==> images/m1.png <==
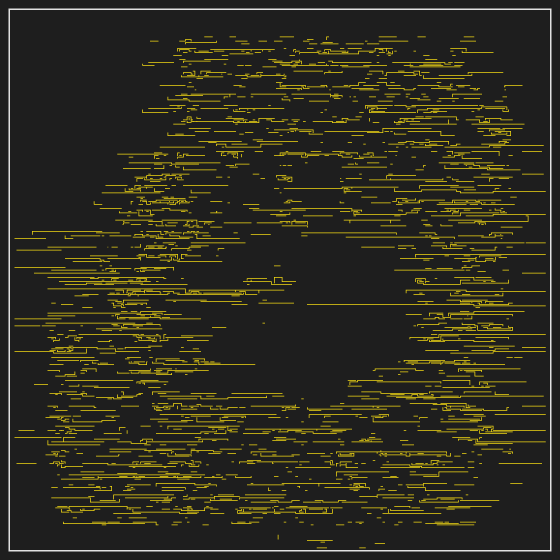
==> images/route_heat.png <==
Scale bar: 50 um. The die is cut into 26 by 26 equal tiles; dark blue is low, red is high, scaled to the fullest tile. Values are wire area over tile area, all layers added.
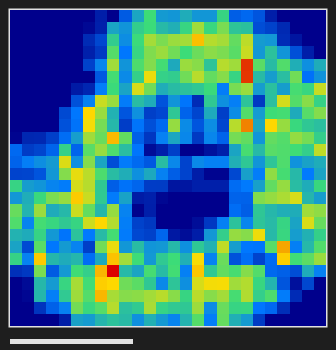
==> images/clock_nets.png <==
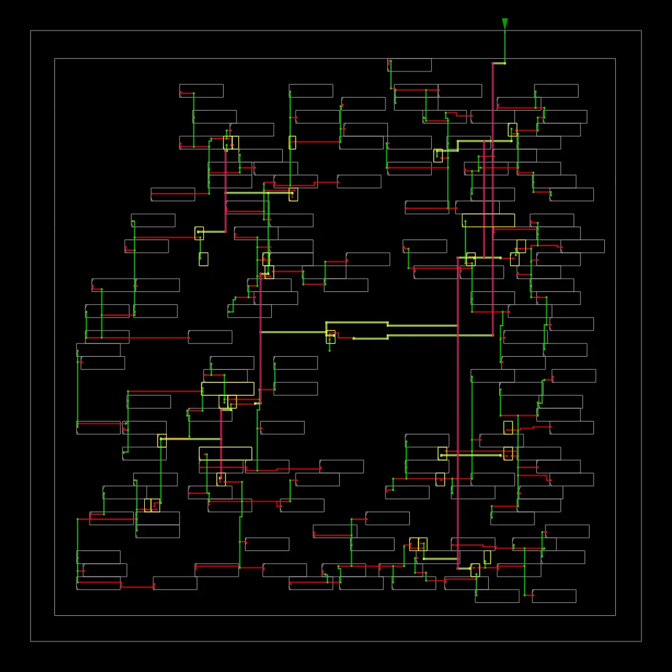
==> images/m3.png <==
Scale bar: 50 um.
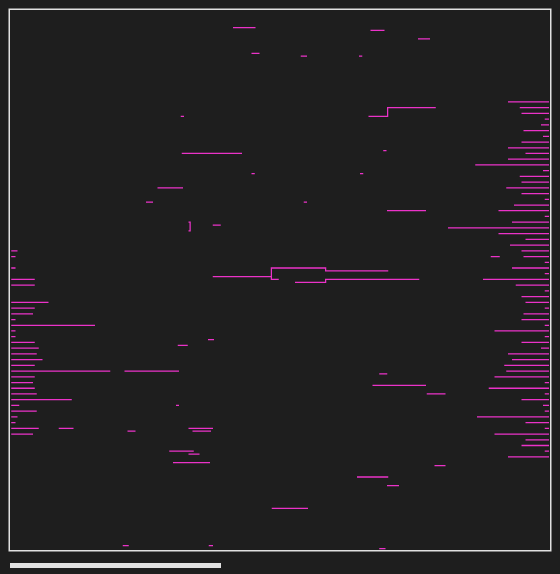
==> images/class_map.png <==
Fill, decap, tap and diode cells in grey.
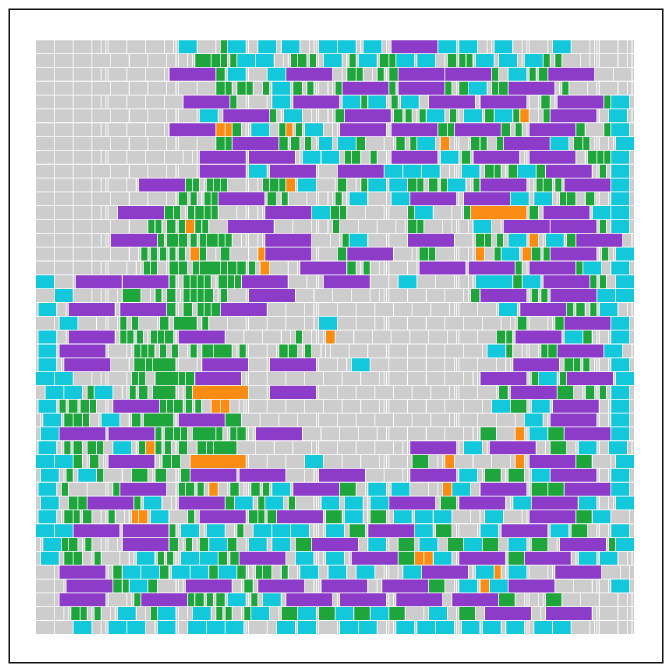
$ cat src/rtl/mem_bus_arbiter.sv
// Two-port (instruction fetch / data) arbiter in front of the single mem_bus request port.
// Data has priority; fetch is forced through after STARVE_LIMIT back-to-back data grants; a watchdog aborts hung transfers.
module mem_bus_arbiter #(
   parameter int unsigned ADDR_W       = 18,
   parameter int unsigned STARVE_LIMIT = 4,
   parameter int unsigned TIMEOUT      = 4096
) (
   input  logic              clk,
   input  logic              rst,
   input  logic              if_req,
   input  logic [ADDR_W-1:0] if_addr,
   output logic              if_ack,
   output logic [31:0]       if_rdata,
   input  logic              d_req,
   input  logic              d_we,
   input  logic [ADDR_W-1:0] d_addr,
   input  logic [2:0]        d_nbytes,
   input  logic [31:0]       d_wdata,
   output logic              d_ack,
   output logic [31:0]       d_rdata,
   output logic              err,
   output logic              bus_start_request,
   output logic [ADDR_W-1:0] bus_target_address,
   output logic [2:0]        bus_num_bytes,
   output logic              bus_is_write,
   output logic [31:0]       bus_write_value,
   input  logic              bus_request_done,
   input  logic [31:0]       bus_fetched_value
);

   typedef enum logic [1:0] {IDLE, BUSY, RELEASE} state_t;

   localparam int unsigned SW = $clog2(STARVE_LIMIT + 1);
   localparam int unsigned TW = (TIMEOUT > 1) ? $clog2(TIMEOUT) : 1;

   state_t            state_q, state_d;
   logic              owner_q, owner_d;   // 1 = data port owns the bus
   logic              start_q, start_d;
   logic [ADDR_W-1:0] addr_q, addr_d;
   logic [2:0]        nb_q, nb_d;
   logic              we_q, we_d;
   logic [31:0]       wv_q, wv_d;
   logic              if_ack_q, if_ack_d;
   logic              d_ack_q, d_ack_d;
   logic              err_q, err_d;
   logic [31:0]       if_rd_q, if_rd_d;
   logic [31:0]       d_rd_q, d_rd_d;
   logic [SW-1:0]     starve_q, starve_d;
   logic [TW-1:0]     timer_q, timer_d;

   always_comb begin
      state_d  = state_q;
      owner_d  = owner_q;
      start_d  = start_q;
      addr_d   = addr_q;
      nb_d     = nb_q;
      we_d     = we_q;
      wv_d     = wv_q;
      if_ack_d = 1'b0;
      d_ack_d  = 1'b0;
      err_d    = 1'b0;
      if_rd_d  = if_rd_q;
      d_rd_d   = d_rd_q;
      starve_d = starve_q;
      timer_d  = timer_q;

      case (state_q)
         IDLE: begin
            if (if_req && (!d_req || starve_q == SW'(STARVE_LIMIT))) begin
               owner_d  = 1'b0;
               addr_d   = if_addr;
               nb_d     = 3'd4;
               we_d     = 1'b0;
               wv_d     = '0;
               start_d  = 1'b1;
               starve_d = '0;
               state_d  = BUSY;
            end else if (d_req) begin
               owner_d  = 1'b1;
               addr_d   = d_addr;
               nb_d     = d_nbytes;
               we_d     = d_we;
               wv_d     = d_wdata;
               start_d  = 1'b1;
               // fetch would have won at the limit, so this increment never exceeds it
               starve_d = if_req ? starve_q + SW'(1) : '0;
               state_d  = BUSY;
            end
         end
         BUSY: begin
            timer_d = timer_q + TW'(1);
            if (bus_request_done) begin
               start_d = 1'b0;
               state_d = RELEASE;
               if (owner_q) begin
                  d_ack_d = 1'b1;
                  if (!we_q) d_rd_d = bus_fetched_value;
               end else begin
                  if_ack_d = 1'b1;
                  if_rd_d  = bus_fetched_value;
               end
            end else if (timer_q == TW'(TIMEOUT - 1)) begin
               start_d  = 1'b0;
               state_d  = RELEASE;
               err_d    = 1'b1;
               if_ack_d = ~owner_q;
               d_ack_d  = owner_q;
            end
         end
         RELEASE: begin
            start_d = 1'b0;
            timer_d = '0;
            if (!bus_request_done) state_d = IDLE;
         end
         default: state_d = IDLE;
      endcase
   end

   always_ff @(posedge clk or posedge rst) begin
      if (rst) begin
         state_q  <= IDLE;
         owner_q  <= 1'b0;
         start_q  <= 1'b0;
         addr_q   <= '0;
         nb_q     <= '0;
         we_q     <= 1'b0;
         wv_q     <= '0;
         if_ack_q <= 1'b0;
         d_ack_q  <= 1'b0;
         err_q    <= 1'b0;
         if_rd_q  <= '0;
         d_rd_q   <= '0;
         starve_q <= '0;
         timer_q  <= '0;
      end else begin
         state_q  <= state_d;
         owner_q  <= owner_d;
         start_q  <= start_d;
         addr_q   <= addr_d;
         nb_q     <= nb_d;
         we_q     <= we_d;
         wv_q     <= wv_d;
         if_ack_q <= if_ack_d;
         d_ack_q  <= d_ack_d;
         err_q    <= err_d;
         if_rd_q  <= if_rd_d;
         d_rd_q   <= d_rd_d;
         starve_q <= starve_d;
         timer_q  <= timer_d;
      end
   end

   assign if_ack             = if_ack_q;
   assign if_rdata           = if_rd_q;
   assign d_ack              = d_ack_q;
   assign d_rdata            = d_rd_q;
   assign err                = err_q;
   assign bus_start_request  = start_q;
   assign bus_target_address = addr_q;
   assign bus_num_bytes      = nb_q;
   assign bus_is_write       = we_q;
   assign bus_write_value    = wv_q;

endmodule
$ cat config.mk
export PLATFORM = sky130hd
export DESIGN_NAME = mem_bus_arbiter
export DESIGN_NICKNAME = d
export VERILOG_FILES = /design/src/rtl/mem_bus_arbiter.sv
export SDC_FILE = /design/constraint.sdc
export NUM_CORES = 1
export LEC_CHECK = 0
export ABC_AREA = 1
export ABC_CLOCK_PERIOD_IN_PS = 4000
export CORE_MARGIN = 5
export CORE_UTILIZATION = 40
export CTS_BUF_LIST = sky130_fd_sc_hd__clkbuf_2
export DETAILED_ROUTE_END_ITERATION = 10
export PLACE_DENSITY = 0.82
export REMOVE_ABC_BUFFERS = 1
export SYNTH_ARGS = -nofsm -noshare
export SYNTH_HDL_FRONTEND = slang
export SYNTH_SLANG_ARGS = --single-unit
export TNS_END_PERCENT = 50
$ cat constraint.sdc
create_clock -name clk -period 4 [get_ports clk]
set_clock_uncertainty 0.15 [all_clocks]
set_input_delay 0.4 -clock clk [delete_from_list [all_inputs] [get_ports clk]]
set_output_delay 0.4 -clock clk [all_outputs]
set_load 0.03 [all_outputs]
==> out/results.ini <==
[placement]
placed_area_mm2 = 0.008001
port-buffer-count = 230

[floorplanning]
core_mm2 = 0.01377
initial_core_util_pct = 40.62
io_pins = 231

[routing]
drc = 0
ant_nets = 0
route.met3.wl_um = 805
wl_met2_um = 7465
drt_iter0_markers = 269
vias = 4708
route.layer.met1.wl_um = 6330

[power]
power_switching_w = 0.002867
swShare_pct = 43.37
power_frac_seq_pct = 35.5
max-vdd-ir-drop_mv = 0.4011
internal_power_w = 0.003744

[worst_setup_path]
reg2regPathDepth = 6
r2r_start = state_q[0]
crit_top_cell = inv_1
crit_slowest_cell = inv_2
cp-endpoint = bus_num_bytes[0]

[worst_hold_path]
hp-class = in -> async

[run_status]
outcome = finished, final reports clean

[timing]
fin_crit_sh_pct = 60.33
hold_ws_ns = 0.06905

[finish]
syn_to_final_growth_pct = 47.08
largestClassByArea = sequential cells
logic_gates = 340
fillers = 1186
seqCellArea_mm2 = 0.003503

[synthesis]
ys_types = 26
synth_cells = 565
top_cell = dfrtp_1
ys_top_logic_family = AND-OR/OR-AND gates
ys_sh_mux_pct = 0
simple_gate_share_pct = 12.50
ys_ff = 140

[clocking]
cts_setup_buffers = 0
cts_hold_buf = 0
cts-resized-gates = 0

[job]
max-cap-violations = 0

Back to the opening pictures, m1.png:
The wires run mostly horizontal. The layer carries 6330 um of wire. The longest straight run is 39.6 um. 815 nets have wire on it. The layer holds 42% of the routed length.

Back to the opening pictures, route_heat.png:
The fullest tile reaches 0.43. The mean over all tiles is 0.15. The emptiest ninth of the die: north-west.

Back to the opening pictures, clock_nets.png:
clock buffers: 19
Clk. pwr: 0.000807 W
worst-skew pair later-pin latency: 0.67 ns
number of buffers created by CTS: 17
CTS sink cnt: 140

Back to the opening pictures, m3.png:
The layer holds 5.4% of the routed length. The longest straight run is 23.7 um.

Back to the opening pictures, class_map.png:
Key: orange = clock drivers and dummy loads [cells 31, share of their area 2.8%]; green = remaining logic cells [cells 399, share of their area 24%]; purple = sequential cells [cells 140, share of their area 44%]; cyan = remaining buffers and delay cells [cells 232, share of their area 29%]

Power figures rest on the tool's default switching activity, not on a simulated workload.
